<file path="src/rtl/apb_uart_rx_ctrl_pkg.sv">
// rtl/apb_uart_rx_ctrl_pkg.sv - register map and bit positions for the UART RX controller
package uart_pkg;

  localparam logic [3:0] UART_RX_DATA_OFS = 4'h0;
  localparam logic [3:0] UART_RX_STAT_OFS = 4'h4;
  localparam logic [3:0] UART_RX_CTRL_OFS = 4'h8;

  typedef enum logic [1:0] {
    REG_DATA = 2'd0,
    REG_STAT = 2'd1,
    REG_CTRL = 2'd2,
    REG_RSVD = 2'd3
  } reg_sel_e;

  localparam int STAT_EMPTY_BIT = 0;
  localparam int STAT_FULL_BIT  = 1;
  localparam int STAT_OVR_BIT   = 2;
  localparam int STAT_COUNT_LSB = 8;
  localparam int STAT_COUNT_W   = 8;

  localparam int CTRL_RX_EN_BIT  = 0;
  localparam int CTRL_IRQ_EN_BIT = 1;

  // Only the word index is decoded; byte lanes inside a register alias.
  function automatic reg_sel_e decode_reg(input logic [3:0] addr);
    reg_sel_e sel;
    case (addr[3:2])
      UART_RX_DATA_OFS[3:2]: sel = REG_DATA;
      UART_RX_STAT_OFS[3:2]: sel = REG_STAT;
      UART_RX_CTRL_OFS[3:2]: sel = REG_CTRL;
      default:               sel = REG_RSVD;
    endcase
    return sel;
  endfunction

endpackage

</file>
<file path="src/rtl/apb_uart_rx_ctrl_if.sv">
// rtl/apb_uart_rx_ctrl_if.sv - APB bus bundle between decoder and UART RX controller
interface apb_uart_rx_ctrl_if #(
  parameter int ADDR_W = 4
);
  logic [ADDR_W-1:0] PADDR;
  logic              PSEL;
  logic              PENABLE;
  logic              PWRITE;
  logic [31:0]       PWDATA;
  logic [31:0]       PRDATA;
  logic              PREADY;

  modport master (
    output PADDR, PSEL, PENABLE, PWRITE, PWDATA,
    input  PRDATA, PREADY
  );

  modport slave (
    input  PADDR, PSEL, PENABLE, PWRITE, PWDATA,
    output PRDATA, PREADY
  );
endinterface

</file>
<file path="src/rtl/uart_rx_fifo.sv">
// rtl/uart_rx_fifo.sv - byte FIFO holding received characters until software drains them
module uart_rx_fifo #(
  parameter int DEPTH = 8
) (
  input  logic                     PCLK,
  input  logic                     PRESET,
  input  logic                     push,
  input  logic                     pop,
  input  logic [7:0]               din,
  output logic [7:0]               dout,
  output logic                     empty,
  output logic                     full,
  output logic [$clog2(DEPTH):0]   count
);
  localparam int AW = $clog2(DEPTH);
  localparam logic [AW:0] FULL_CNT = (AW+1)'(DEPTH);

  logic [7:0]    mem [DEPTH];
  logic [AW-1:0] wr_ptr;
  logic [AW-1:0] rd_ptr;
  logic          do_pop;
  logic          do_push;

  // A pop on an empty FIFO is ignored; a pop on a full FIFO frees the slot
  // that a same-cycle push then takes.
  assign do_pop  = pop && !empty;
  assign do_push = push && (!full || do_pop);

  assign empty = (count == '0);
  assign full  = (count == FULL_CNT);
  assign dout  = mem[rd_ptr];

  always_ff @(posedge PCLK or posedge PRESET) begin
    if (PRESET) begin
      wr_ptr <= '0;
      rd_ptr <= '0;
      count  <= '0;
    end else begin
      if (do_push) wr_ptr <= wr_ptr + 1'b1;
      if (do_pop)  rd_ptr <= rd_ptr + 1'b1;
      if (do_push && !do_pop)      count <= count + 1'b1;
      else if (do_pop && !do_push) count <= count - 1'b1;
    end
  end

  always_ff @(posedge PCLK) begin
    if (do_push) mem[wr_ptr] <= din;
  end

endmodule

</file>
<file path="src/rtl/apb_uart_rx_ctrl.sv">
// rtl/apb_uart_rx_ctrl.sv - APB register front end buffering UART receiver bytes with overrun and irq
module apb_uart_rx_ctrl
  import uart_pkg::*;
#(
  parameter int FIFO_DEPTH = 8,
  parameter int ADDR_W     = 4
) (
  input  logic                     PCLK,
  input  logic                     PRESET,
  apb_uart_rx_ctrl_if.slave        apb,
  input  logic [7:0]               rx_data,
  input  logic                     rx_done,
  output logic                     irq
);
  localparam int CNT_W = $clog2(FIFO_DEPTH) + 1;

  logic [ADDR_W-1:0] paddr;
  reg_sel_e          sel;
  logic              rd_acc;
  logic              wr_acc;
  logic              rx_en;
  logic              irq_en;
  logic              overrun;
  logic              fifo_push;
  logic              fifo_pop;
  logic              empty;
  logic              full;
  logic [7:0]        head;
  logic [CNT_W-1:0]  count;
  logic [7:0]        count_b;
  logic              ovr_set;
  logic              ovr_clr;
  logic [31:0]       prdata;
  logic              unused_bits;

  assign paddr  = apb.PADDR;
  assign sel    = decode_reg(paddr[3:0]);
  assign rd_acc = apb.PSEL && apb.PENABLE && !apb.PWRITE;
  assign wr_acc = apb.PSEL && apb.PENABLE && apb.PWRITE;

  assign fifo_push = rx_done && rx_en;
  assign fifo_pop  = rd_acc && (sel == REG_DATA);

  // A full FIFO only loses the byte when no read frees a slot that cycle.
  assign ovr_set = fifo_push && full && !fifo_pop;
  assign ovr_clr = wr_acc && (sel == REG_STAT) && apb.PWDATA[STAT_OVR_BIT];

  uart_rx_fifo #(
    .DEPTH (FIFO_DEPTH)
  ) u_fifo (
    .PCLK   (PCLK),
    .PRESET (PRESET),
    .push   (fifo_push),
    .pop    (fifo_pop),
    .din    (rx_data),
    .dout   (head),
    .empty  (empty),
    .full   (full),
    .count  (count)
  );

  always_ff @(posedge PCLK or posedge PRESET) begin
    if (PRESET) begin
      rx_en   <= 1'b0;
      irq_en  <= 1'b0;
      overrun <= 1'b0;
      irq     <= 1'b0;
    end else begin
      if (wr_acc && (sel == REG_CTRL)) begin
        rx_en  <= apb.PWDATA[CTRL_RX_EN_BIT];
        irq_en <= apb.PWDATA[CTRL_IRQ_EN_BIT];
      end
      if (ovr_set)      overrun <= 1'b1;
      else if (ovr_clr) overrun <= 1'b0;
      irq <= irq_en && (!empty || overrun);
    end
  end

  assign count_b = STAT_COUNT_W'(count);

  // Read data reflects state before this access's edge updates it.
  always_comb begin
    prdata = '0;
    if (rd_acc) begin
      case (sel)
        REG_DATA: if (!empty) prdata[7:0] = head;
        REG_STAT: begin
          prdata[STAT_EMPTY_BIT] = empty;
          prdata[STAT_FULL_BIT]  = full;
          prdata[STAT_OVR_BIT]   = overrun;
          prdata[STAT_COUNT_LSB +: STAT_COUNT_W] = count_b;
        end
        REG_CTRL: begin
          prdata[CTRL_RX_EN_BIT]  = rx_en;
          prdata[CTRL_IRQ_EN_BIT] = irq_en;
        end
        default: prdata = '0;
      endcase
    end
  end

  assign apb.PRDATA = prdata;
  assign apb.PREADY = 1'b1;

  assign unused_bits = ^{apb.PWDATA, paddr};

endmodule

</file>
<file path="src/flat_wrapper.sv">
// flat-port wrapper written by rule: the top's interface ports become plain ports
module apb_uart_rx_ctrl_flat import uart_pkg::*;
#(
  parameter int FIFO_DEPTH = 8,
  parameter int ADDR_W     = 4
)
  (PCLK, PRESET, rx_data, rx_done, irq, apb_PADDR, apb_PSEL, apb_PENABLE, apb_PWRITE, apb_PWDATA, apb_PRDATA, apb_PREADY);
  apb_uart_rx_ctrl_if #(.ADDR_W(ADDR_W)) apb_i ();
  input  logic PCLK;
  input  logic PRESET;
  input  logic [7:0] rx_data;
  input  logic rx_done;
  output logic irq;
  input wire logic [$bits(apb_i.PADDR)-1:0] apb_PADDR;
  input wire logic [$bits(apb_i.PSEL)-1:0] apb_PSEL;
  input wire logic [$bits(apb_i.PENABLE)-1:0] apb_PENABLE;
  input wire logic [$bits(apb_i.PWRITE)-1:0] apb_PWRITE;
  input wire logic [$bits(apb_i.PWDATA)-1:0] apb_PWDATA;
  output wire logic [$bits(apb_i.PRDATA)-1:0] apb_PRDATA;
  output wire logic [$bits(apb_i.PREADY)-1:0] apb_PREADY;
  assign apb_i.PADDR = apb_PADDR;
  assign apb_i.PSEL = apb_PSEL;
  assign apb_i.PENABLE = apb_PENABLE;
  assign apb_i.PWRITE = apb_PWRITE;
  assign apb_i.PWDATA = apb_PWDATA;
  assign apb_PRDATA = apb_i.PRDATA;
  assign apb_PREADY = apb_i.PREADY;
  apb_uart_rx_ctrl #(.FIFO_DEPTH(FIFO_DEPTH), .ADDR_W(ADDR_W)) u_core (.PCLK(PCLK), .PRESET(PRESET), .apb(apb_i), .rx_data(rx_data), .rx_done(rx_done), .irq(irq));
endmodule
</file>
<file path="config.mk">
export PLATFORM = sky130hd
export DESIGN_NAME = apb_uart_rx_ctrl_flat
export DESIGN_NICKNAME = d
export VERILOG_FILES = /design/src/rtl/apb_uart_rx_ctrl_pkg.sv /design/src/rtl/apb_uart_rx_ctrl_if.sv /design/src/rtl/uart_rx_fifo.sv /design/src/rtl/apb_uart_rx_ctrl.sv /design/src/flat_wrapper.sv
export SDC_FILE = /design/constraint.sdc
export NUM_CORES = 1
export LEC_CHECK = 0
export ABC_CLOCK_PERIOD_IN_PS = 7650
export CORE_UTILIZATION = 54
export DETAILED_ROUTE_END_ITERATION = 10
export PLACE_DENSITY_LB_ADDON = 0.08
export REMOVE_ABC_BUFFERS = 1
export SKIP_LAST_GASP = 1
export SYNTH_ARGS = -nofsm -noshare
export SYNTH_HDL_FRONTEND = slang
export SYNTH_HIERARCHICAL = 1
export SYNTH_SLANG_ARGS = --single-unit
export TNS_END_PERCENT = 1
</file>
<file path="constraint.sdc">
create_clock -name PCLK -period 7.65 [get_ports PCLK]
set_input_delay 2.295 -clock PCLK [delete_from_list [all_inputs] [get_ports PCLK]]
set_output_delay 2.295 -clock PCLK [all_outputs]
set_load 0.01 [all_outputs]
</file>
==> impl_report.txt, run 1 <==
IMPLEMENTATION SUMMARY REPORT
----------------------------------------------------
[Detailed routing]
  Post-detailed-route DRC marker count ........................ 0
  Top Metal Used ........................ met4
  Number of vias per cell ........................ 5.60
  Starting DRT DRC Count ........................ 90
  Met3 routed wirelength ........................ 243 um

[Setup path]
  Cell with the most instances on the worst path ........................ sky130_fd_sc_hd__clkdlybuf4s50_1
  Biggest cell delay along the critical path ........................ 590 ps
  Crit path DRT ........................ 5360 ps
  Category of the most critical setup path ........................ input port to output pin
  Worst r2r dst ........................ u_core/u_fifo/count[3]$_DFFE_PP0P_
  Series of cell instances along the critical path ........................ clkdlybuf4s50_1 -> nor4_4 -> and2_1 -> clkdlybuf4s50_1
  Worst r2r src ........................ u_core/u_fifo/count[0]$_DFFE_PP0P_
  Number of cells on the worst reg-to-reg path ........................ 9
  Minimum setup slack among reg-to-reg paths ........................ 4650 ps
  Launching element of the worst setup path ........................ apb_PADDR[3]

[Timing]
  Post-route fraction of the period consumed by the critical path ........................ 84.4%
  Final setup margin ........................ 1190 ps
  Post-layout min period ........................ 6460 ps
  Final tally of setup violations ........................ 0

[Final layout]
  Top Registers ........................ u_core/u_fifo/mem x64, u_core/u_fifo/count x4
  Synth-to-Final Area Change ........................ 13.5%
  Portion of the layout cell area used by non-clock buffers ........................ 7.77%
  Layout cells sized above 1 ........................ 20.5%
  Seq Cell Count ........................ 78

[Floorplan]
  # IOs ........................ 84
  Die Y ........................ 83.7 um
  Starting utilization of the core area ........................ 56.4%
  Tap Cells ........................ 77

[Placement]
  Quantity of I/O buffers inserted on ports ........................ 31
  Placed cell areas ........................ 3910 um2
  Last weighted congestion value of the routability-driven placer ........................ 0.723

[Yosys]
  Synth Area in XOR/XNOR ........................ 1.46%
  Top cells by count ........................ sky130_fd_sc_hd__edfxtp_1 (64), sky130_fd_sc_hd__buf_4 (22), sky130_fd_sc_hd__mux4_2 (16)
  Post-Synth Adder-Cell Area ........................ 2.29%
  Yosys Warn Count ........................ 6
  Synth Flop Type ........................ sky130_fd_sc_hd__edfxtp_1
  Async set-reset flop share out of synthesis ........................ 17.9%

[Pwr]
  Clk pwr share ........................ 23.8%
  Sequential fraction of design power ........................ 51.6%
  Part of the power in combinational logic ........................ 24.5%

[Outcome]
  Status ........................ finished, final reports clean

[Clock tree]
  Post-CTS setup buffer count ........................ 0
  Clock root cell ........................ sky130_fd_sc_hd__clkbuf_8
  Cells resized by post-CTS repair ........................ 0
  CTS tree ........................ yes
  Number of sinks driven by the clock tree ........................ 78

----------------------------------------------------
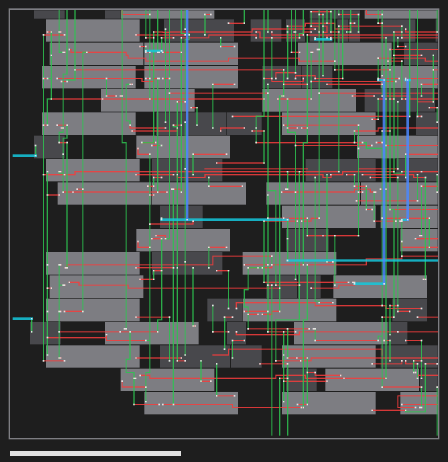
**Above:** run 1 (layout detail).
Bar = 20 um. Window x 0 to 50, y 0 to 50 um. Cells in grey, sequential cells in the stronger grey; small squares are vias.
[M3] cyan
[M4] blue
[M2] green
[M1] red
sequential cells in the window: 35
cells with their middle in the window: 69
netlist names of flops here include: u_core/u_fifo/mem (35)
most frequent: edfxtp_1 (35), mux4_2 (9), clkdlybuf4s50_1 (6)

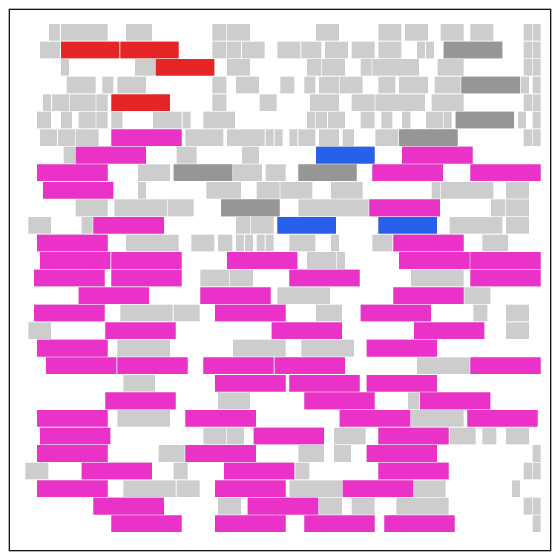
**Above:** run 1 (sequential cells grouped by signal name).
Other sequential cells in the stronger grey, the rest of the logic in the fainter grey.
[u_core/u_fifo/count] red | flops: 4 | where: upper left
[u_core/u_fifo/mem] magenta | flops: 64
[u_core/u_fifo/rd_ptr] blue | flops: 3
not coloured: 7
Finished Core Util: 64.1%
Flop area: 2270 um2
fraction of standard cell area that is sequential: 55.5%
reported sequential group power: 612 uW

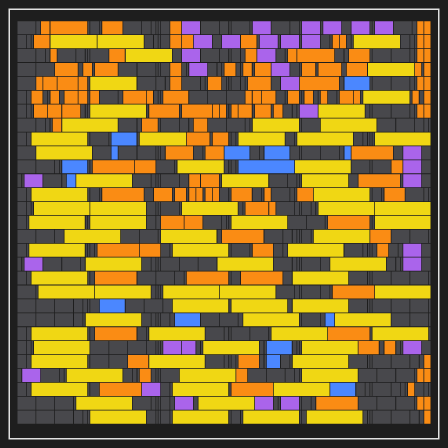
**Above:** run 1 (cells coloured by class).
Fill, decap, tap and diode cells in grey.
[clock drivers and dummy loads] blue | cells: 15 | share of their area: 4.5%
[remaining buffers and delay cells] purple | cells: 32 | share of their area: 8.0%
[registers] yellow | cells: 78 | share of their area: 57%
[remaining logic cells] orange | cells: 133 | share of their area: 31%
number of standard-cell rows in the floorplan: 29
Non-Filler Cell Area, Final: 4090 um2
area inside the core boundary: 6390 um2

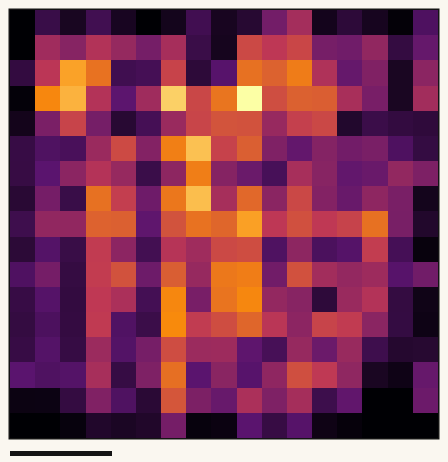
**Above:** run 1 (wiring heat map).
Bar = 20 um. 17 x 17 tiles, from black (low) to pale yellow (high), scaled to the fullest tile. Values are wire area over tile area, all layers added.
tiles over half the peak: 25%
mean over tiles: 0.14
fullest tile: 0.40
GRT Overall Usage: 19.3%
wire length per cell: 18.3 um
final wirelength: 6140 um
total vias in the final route: 1876

**Run 1: cell placement**

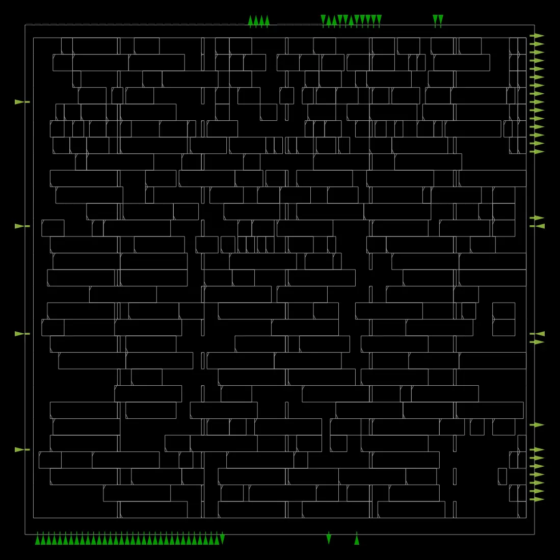

--- run 2 (diff from run 1) ---
Settings changed: ABC_CLOCK_PERIOD_IN_PS 7650 to 6000, CORE_UTILIZATION 54 to 50.
Clock period 7.65 ns to 6 ns, I/O delays scaled along.
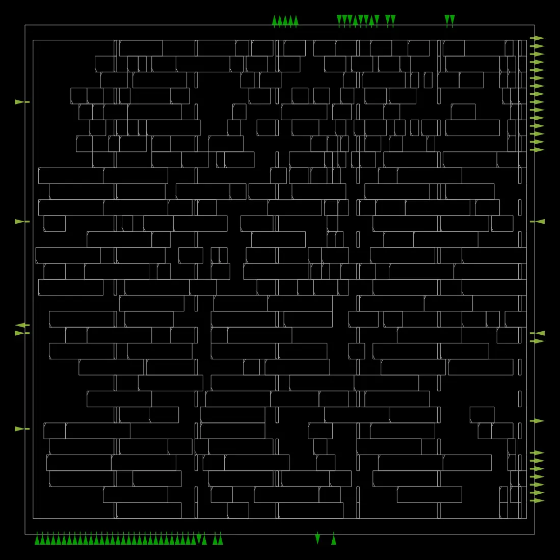
**Above:** run 2 (cell placement).
Tap Cells: 96
number of non-filler instances in the completed layout: 364
number of standard-cell rows in the floorplan: 30
Finished Core Util: 61.0%

==> run 2 against run 1 <==
Against the previous run: total power up 31%; sequential share of layout area is 1.3 points lower; critical path type unchanged; largest cell class unchanged; largest power group unchanged; core utilization down 3.1 points; global-route usage is 0.85 points lower; cell count increased by 8.7%.
==> impl_report.txt, run 2 <==
IMPLEMENTATION SUMMARY REPORT
----------------------------------------------------
[Outcome]
  Status ........................ finished, final reports clean

[Placement]
  Last weighted congestion value of the routability-driven placer ........................ 0.741 (+2.5%)
  Quantity of I/O buffers inserted on ports ........................ 31 (unchanged)

[Timing]
  Final tally of setup violations ........................ 0 (unchanged)
  Worst Max-Slew Pin Slew ........................ 1030 ps
  Post-route fraction of the period consumed by the critical path ........................ 89.9%

[Detailed routing]
  Final wirelength ........................ 6210 um (+1.2%)
  Post-detailed-route DRC marker count ........................ 0 (unchanged)
  Length of routed met2 wiring ........................ 3040 um
  Top Metal Used ........................ met4
  Wire length per cell ........................ 17.1 um (-6.9%)
  Number of vias per cell ........................ 5.21 (-6.9%)
  Starting DRT DRC Count ........................ 102 (+13%)
  Met3 routed wirelength ........................ 259 um (+6.6%)

[Clock tree]
  CTS tree ........................ yes
  Post-CTS setup buffer count ........................ 0 (unchanged)
  Inserted Clock Buffers ........................ 9
  Number of sinks driven by the clock tree ........................ 78 (unchanged)
  Clock root cell ........................ sky130_fd_sc_hd__clkbuf_8
  Cells resized by post-CTS repair ........................ 0 (unchanged)

[Pwr]
  Sequential fraction of design power ........................ 48.0% (-3.6 points)
  Clk pwr share ........................ 25.5% (+1.7 points)
  Reported sequential group power ........................ 745 uW (+22%)
  Part of the power in combinational logic ........................ 26.5% (+2.0 points)

[Yosys]
  Yosys Warn Count ........................ 6 (unchanged)
  Synth Flop Type ........................ sky130_fd_sc_hd__edfxtp_1
  Netlist cell types ........................ 45
  Async set-reset flop share out of synthesis ........................ 17.9% (unchanged)
  Top cells by count ........................ sky130_fd_sc_hd__edfxtp_1 (64), sky130_fd_sc_hd__buf_4 (22), sky130_fd_sc_hd__mux4_2 (16)
  Post-Synth Adder-Cell Area ........................ 2.29% (unchanged)

[Final layout]
  Synth-to-Final Area Change ........................ 16.2%
  Flop area ........................ 2270 um2 (unchanged)
  Seq Cell Count ........................ 78 (unchanged)
  Layout cells sized above 1 ........................ 22.8% (+2.2 points)
  Top Registers ........................ u_core/u_fifo/mem x64, u_core/u_fifo/count x4
  Portion of the layout cell area used by non-clock buffers ........................ 9.20% (+1.4 points)
  Total of fill cells in the finished design ........................ 542

[Setup path]
  Number of cells on the worst reg-to-reg path ........................ 9 (unchanged)
  Worst r2r src ........................ u_core/u_fifo/count[0]$_DFFE_PP0P_
  Series of cell instances along the critical path ........................ clkdlybuf4s50_1 -> nand3b_4 -> nor4_4 -> buf_4 -> and2_1 -> clkdlybuf4s50_1
  Category of the most critical setup path ........................ input port to output pin
  Launching element of the worst setup path ........................ apb_PENABLE
  Worst r2r dst ........................ u_core/u_fifo/count[3]$_DFFE_PP0P_
  Biggest cell delay along the critical path ........................ 530 ps (-60 ps)
  Minimum setup slack among reg-to-reg paths ........................ 2970 ps (-1680 ps)

[Floorplan]
  Starting utilization of the core area ........................ 52.5% (-4.0 points)
  # IOs ........................ 84 (unchanged)
  Die Y ........................ 86.9 um (+3.8%)

----------------------------------------------------
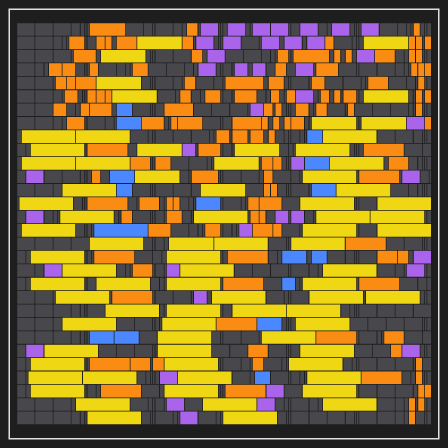
**Above:** run 2 (cells coloured by class).
Fill, decap, tap and diode cells in grey.
[clock drivers and dummy loads] blue | cells: 16 | share of their area: 5.0%
[remaining buffers and delay cells] purple | cells: 41 | share of their area: 9.5%
[remaining logic cells] orange | cells: 133 | share of their area: 30%
[registers] yellow | cells: 78 | share of their area: 56%
fraction of standard cell area that is sequential: 54.2%
area inside the core boundary: 6870 um2
Non-Filler Cell Area, Final: 4190 um2

**Run 2: sequential cells grouped by signal name**

Other sequential cells in the stronger grey, the rest of the logic in the fainter grey.
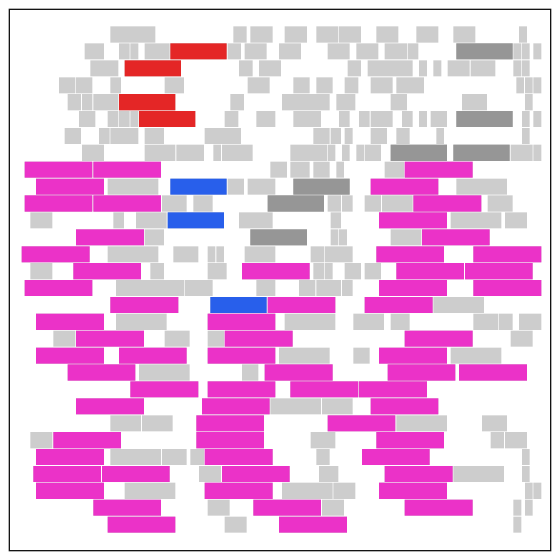

--- run 3 (diff from run 2) ---
Settings changed: SYNTH_HIERARCHICAL 1 to default.
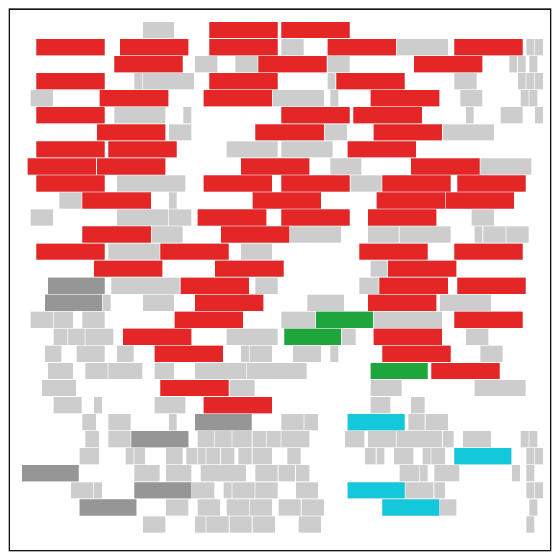
**Above:** run 3 (sequential cells grouped by signal name).
Other sequential cells in the stronger grey, the rest of the logic in the fainter grey.
[u_core.u_fifo.count] cyan | flops: 4
[u_core.u_fifo.mem] red | flops: 64
[u_core.u_fifo.rd_ptr] green | flops: 3
not coloured: 7
reported sequential group power: 763 uW
fraction of standard cell area that is sequential: 55.1%
Finished Core Util: 60.3%

==> run 3 against run 2 <==
Against the previous run: setup slack lost 260 ps; sequential share of layout area is 0.91 points higher; clock skew about the same; routed wire length grew 4.2%; die size shrank 1.7%; core utilization down 0.67 points; non-clock buffer count shrank 6; flip-flop count stayed put; cell count fell by 4.9%; global-route usage up 0.80 points; cell area decreased by 1.6%; largest power group unchanged.
==> impl_report.txt, run 3 <==
IMPLEMENTATION SUMMARY REPORT
----------------------------------------------------
[Detailed routing]
  Starting DRT DRC Count ........................ 95 (-6.9%)
  Post-detailed-route DRC marker count ........................ 0 (unchanged)
  Number of vias per cell ........................ 5.36 (+2.8%)
  Final wirelength ........................ 6470 um (+4.2%)
  Top Metal Used ........................ met4
  Wire length per cell ........................ 18.7 um (+9.6%)
  Length of routed met2 wiring ........................ 3280 um (+7.9%)
  First-pass DRT Iterations ........................ 4

[Outcome]
  Status ........................ finished, final reports clean

[Timing]
  Final tally of setup violations ........................ 0 (unchanged)
  Post-route fraction of the period consumed by the critical path ........................ 94.3% (+4.4 points)
  Worst Max-Slew Pin Slew ........................ 880 ps (-153 ps)

[Floorplan]
  Die Y ........................ 86.2 um (-0.87%)
  Number of standard-cell rows in the floorplan ........................ 30 (unchanged)
  Starting utilization of the core area ........................ 51.8% (-0.65 points)
  Tap Cells ........................ 96 (unchanged)
  Area inside the core boundary ........................ 6830 um2 (-0.55%)

[Setup path]
  Launching element of the worst setup path ........................ apb_PSEL
  Worst r2r dst ........................ u_core.u_fifo.count[3]$_DFFE_PP0P_
  Series of cell instances along the critical path ........................ clkdlybuf4s50_1 -> nand3b_4 -> or4_4 -> o22ai_1 -> clkdlybuf4s50_1
  Biggest cell delay along the critical path ........................ 640 ps (+110 ps)
  Minimum setup slack among reg-to-reg paths ........................ 2840 ps (-130 ps)
  Worst r2r src ........................ u_core.u_fifo.count[1]$_DFFE_PP0P_
  Category of the most critical setup path ........................ input port to output pin
  Number of cells on the worst reg-to-reg path ........................ 11 (+2)

[Clock tree]
  Inserted Clock Buffers ........................ 9 (unchanged)
  Cells resized by post-CTS repair ........................ 0 (unchanged)
  Clock root cell ........................ sky130_fd_sc_hd__clkbuf_8
  Number of sinks driven by the clock tree ........................ 78 (unchanged)

[Pwr]
  Clk pwr share ........................ 28.2% (+2.7 points)
  Sequential fraction of design power ........................ 46.9% (-1.1 points)
  Part of the power in combinational logic ........................ 24.9% (-1.6 points)

[Final layout]
  Layout cells sized above 1 ........................ 22.0% (-0.76 points)
  Number of non-filler instances in the completed layout ........................ 346 (-4.9%)
  Synth-to-Final Area Change ........................ 16.4%
  Portion of the layout cell area used by non-clock buffers ........................ 8.26% (-0.94 points)
  Seq Cell Count ........................ 78 (unchanged)
  Total of fill cells in the finished design ........................ 534 (-1.5%)

[Yosys]
  Post-Synth Adder-Cell Area ........................ 2.33% (+0.041 points)
  Top cells by count ........................ sky130_fd_sc_hd__edfxtp_1 (64), sky130_fd_sc_hd__buf_4 (22), sky130_fd_sc_hd__mux4_2 (16)
  Area share of the largest cell type after synthesis ........................ 54.3%
  Yosys Warn Count ........................ 0 (-6)
  Yosys synthesis chip area ........................ 3540 um2
  Async set-reset flop share out of synthesis ........................ 17.9% (unchanged)

[Placement]
  Quantity of I/O buffers inserted on ports ........................ 31 (unchanged)
  Last weighted congestion value of the routability-driven placer ........................ 0.782 (+5.5%)

----------------------------------------------------
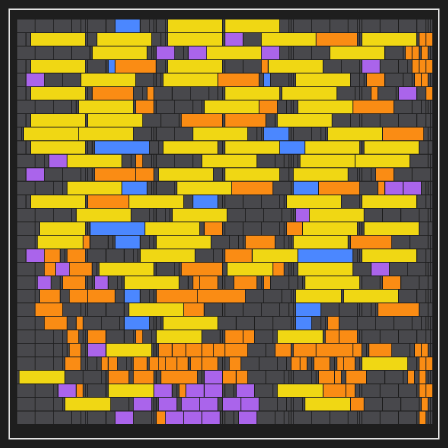
**Above:** run 3 (cells coloured by class).
Fill, decap, tap and diode cells in grey.
[remaining buffers and delay cells] purple | cells: 35 | share of their area: 8.5%
[clock drivers and dummy loads] blue | cells: 16 | share of their area: 6.0%
[remaining logic cells] orange | cells: 121 | share of their area: 29%
[registers] yellow | cells: 78 | share of their area: 57%

Power figures rest on the tool's default switching activity, not on a simulated workload.
